===== src/rtl/dfr_pkg.sv =====
// Shared definitions for the DFR sample-indexing path: counter sizing,
// total sample count, and the sample index type used by the controller
// and the reservoir-history memory.
package dfr_pkg;

    localparam int SAMPLE_IDX_W = 32;

    typedef logic [SAMPLE_IDX_W-1:0] sample_idx_t;

    // Bits needed to hold the values 0..n inclusive.
    function automatic int cntr_w(input int n);
        return $clog2(n + 1);
    endfunction

    // Warm-up samples plus recorded samples.
    function automatic int total_samples(input int num_init, input int num_test);
        return num_init + num_test;
    endfunction

endpackage


===== src/rtl/dfr_sat_counter.sv =====
// Saturating up-counter with synchronous clear (clear beats enable).
// An enable while already at MAX_VAL holds the count and raises ovf for
// that cycle so the parent can flag the overrun.
module dfr_sat_counter
    import dfr_pkg::*;
#(
    parameter int MAX_VAL = 1,
    parameter int WIDTH   = cntr_w(MAX_VAL)
) (
    input  logic             clk,
    input  logic             rst,
    input  logic             clr,
    input  logic             en,
    output logic [WIDTH-1:0] cnt,
    output logic             at_max,
    output logic             ovf
);

    assign at_max = (cnt == WIDTH'(MAX_VAL));
    assign ovf    = en & ~clr & at_max;

    // Count register: clear first, then increment unless saturated.
    always_ff @(posedge clk or negedge rst) begin
        if (!rst) begin
            cnt <= '0;
        end else if (clr) begin
            cnt <= '0;
        end else if (en && !at_max) begin
            cnt <= cnt + WIDTH'(1);
        end
    end

endmodule


===== src/rtl/dfr_sample_sequencer.sv =====
// Sample-indexing stage for the DFR core controller: owns the warm-up,
// total-sample and history counters, decodes controller status, drives
// the input-sample address and the registered history write port.
module dfr_sample_sequencer
    import dfr_pkg::*;
#(
    parameter int ADDR_WIDTH       = 32,
    parameter int NUM_INIT_SAMPLES = 10,
    parameter int NUM_TEST_SAMPLES = 100
) (
    input  logic                  clk,
    input  logic                  rst,
    input  logic                  sample_cntr_rst,
    input  logic                  sample_cntr_en,
    input  logic                  init_sample_cntr_rst,
    input  logic                  init_sample_cntr_en,
    input  logic                  reservoir_history_rst,
    input  logic                  reservoir_history_en,
    output logic                  reservoir_init_busy,
    output logic                  reservoir_busy,
    output logic                  reservoir_filled,
    output logic [ADDR_WIDTH-1:0] sample_addr,
    output logic                  history_wr_en,
    output logic [ADDR_WIDTH-1:0] history_wr_addr,
    output logic                  overrun
);

    localparam int TOTAL  = total_samples(NUM_INIT_SAMPLES, NUM_TEST_SAMPLES);
    localparam int INIT_W = cntr_w(NUM_INIT_SAMPLES);
    localparam int SAMP_W = cntr_w(TOTAL);
    localparam int HIST_W = cntr_w(NUM_TEST_SAMPLES);

    logic [INIT_W-1:0] init_cnt;
    logic [SAMP_W-1:0] samp_cnt;
    logic [HIST_W-1:0] hist_cnt;
    logic              init_at_max, samp_at_max, hist_at_max;
    logic              init_ovf, samp_ovf, hist_ovf;
    logic              hist_write;

    dfr_sat_counter #(.MAX_VAL(NUM_INIT_SAMPLES), .WIDTH(INIT_W)) u_init_cntr (
        .clk    (clk),
        .rst    (rst),
        .clr    (init_sample_cntr_rst),
        .en     (init_sample_cntr_en),
        .cnt    (init_cnt),
        .at_max (init_at_max),
        .ovf    (init_ovf)
    );

    dfr_sat_counter #(.MAX_VAL(TOTAL), .WIDTH(SAMP_W)) u_samp_cntr (
        .clk    (clk),
        .rst    (rst),
        .clr    (sample_cntr_rst),
        .en     (sample_cntr_en),
        .cnt    (samp_cnt),
        .at_max (samp_at_max),
        .ovf    (samp_ovf)
    );

    dfr_sat_counter #(.MAX_VAL(NUM_TEST_SAMPLES), .WIDTH(HIST_W)) u_hist_cntr (
        .clk    (clk),
        .rst    (rst),
        .clr    (reservoir_history_rst),
        .en     (reservoir_history_en),
        .cnt    (hist_cnt),
        .at_max (hist_at_max),
        .ovf    (hist_ovf)
    );

    // Counters saturate at their max, so "below max" is exactly "not at max".
    assign reservoir_init_busy = ~init_at_max;
    assign reservoir_filled    = init_at_max;
    assign reservoir_busy      = ~samp_at_max;
    assign sample_addr         = ADDR_WIDTH'(samp_cnt);

    // A write happens only when the history counter actually advances.
    assign hist_write = reservoir_history_en & ~hist_at_max & ~reservoir_history_rst;

    // History write port: one-cycle strobe, address holds between writes.
    always_ff @(posedge clk or negedge rst) begin
        if (!rst) begin
            history_wr_en   <= 1'b0;
            history_wr_addr <= '0;
        end else begin
            history_wr_en <= hist_write;
            if (hist_write) begin
                history_wr_addr <= ADDR_WIDTH'(hist_cnt);
            end
        end
    end

    // Sticky overrun; a history clear in the same cycle wins over any new event.
    always_ff @(posedge clk or negedge rst) begin
        if (!rst) begin
            overrun <= 1'b0;
        end else if (reservoir_history_rst) begin
            overrun <= 1'b0;
        end else if (init_ovf || samp_ovf || hist_ovf) begin
            overrun <= 1'b1;
        end
    end

endmodule


===== config.mk =====
export PLATFORM = sky130hd
export DESIGN_NAME = dfr_sample_sequencer
export DESIGN_NICKNAME = d
export VERILOG_FILES = /design/src/rtl/dfr_pkg.sv /design/src/rtl/dfr_sat_counter.sv /design/src/rtl/dfr_sample_sequencer.sv
export SDC_FILE = /design/constraint.sdc
export NUM_CORES = 1
export LEC_CHECK = 0
export CORE_UTILIZATION = 42
export CTS_CLUSTER_DIAMETER = 80
export CTS_CLUSTER_SIZE = 24
export DETAILED_ROUTE_END_ITERATION = 7
export HOLD_SLACK_MARGIN = 0.1
export PLACE_DENSITY = 0.83
export SLEW_MARGIN = 20
export SYNTH_ARGS = -nofsm -noshare
export SYNTH_HDL_FRONTEND = slang
export SYNTH_SLANG_ARGS = --single-unit

===== constraint.sdc =====
create_clock -name clk -period 1.98 [get_ports clk]
set_input_delay 0.594 -clock clk [delete_from_list [all_inputs] [get_ports clk]]
set_output_delay 0.594 -clock clk [all_outputs]
set_load 0.005 [all_outputs]

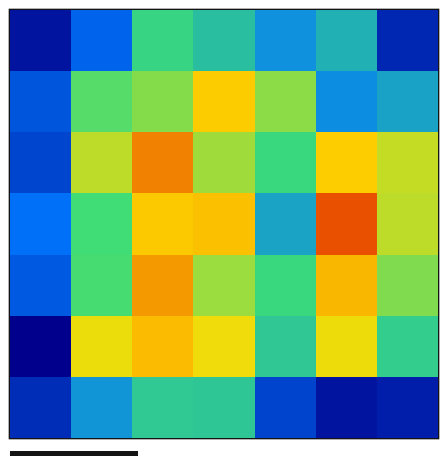
**Above:** placement density heat map.
The bar under the picture is 20 um long. 7 x 7 tiles, from dark blue (low) to red (high), 0 to 100% covered.
nearly empty tiles = 2.0%
tiles over 75% full = 18%
mean over tiles = 47%
emptiest ninth of the die = upper left

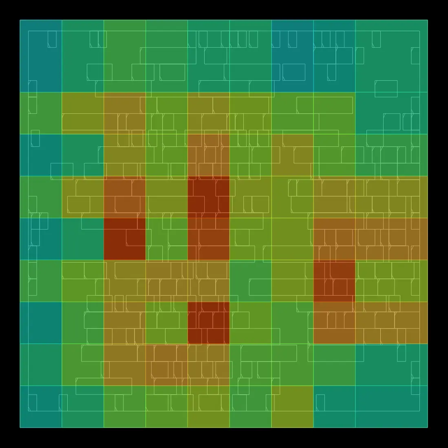
**Above:** routing congestion map.
grt met3 use: 2.40%
Util after Layout: 54.3%
met1 Usage GRT: 19.5%
met2 GRT Util: 27.0%
WL per Instance: 11.7 um

==> job_summary.md <==
### Metrics collected by this job

| Metric | Value |
|---|---|
| Run status | finished, final reports clean |
| Clock skew | 0.00371 ns |
| FP Util | 44.2% |
| Die height | 67.1 um |
| Clk cell area share | 2.23% |
| Gr usage total | 15.7% |
| Hold_buf cts | 0 |
| Sw Share | 26.1% |
| Global route total overflow | 0 |
| Reg clk slew, reported paths | 0.09 ns |
| Sink Count | 27 |
| Number of synthesized flops with an enable pin | 0 |
| Leakage | 1.07 nW |
| Core footprint | 0.00403 mm2 |
| Max Transition Viols Final | 0 |
| RR Endpoint | u_init_cntr.cnt[1] |
| Reg2reg start | u_init_cntr.cnt[0] |
| Cells in synth_stat.txt | 183 |
| Non-clock buffering overhead | 21.8% |
| Largest net degree at the start of global routing | 28 |
| Peak supply drop | 0.239 mV |
Power and IR drop assume default switching activity.
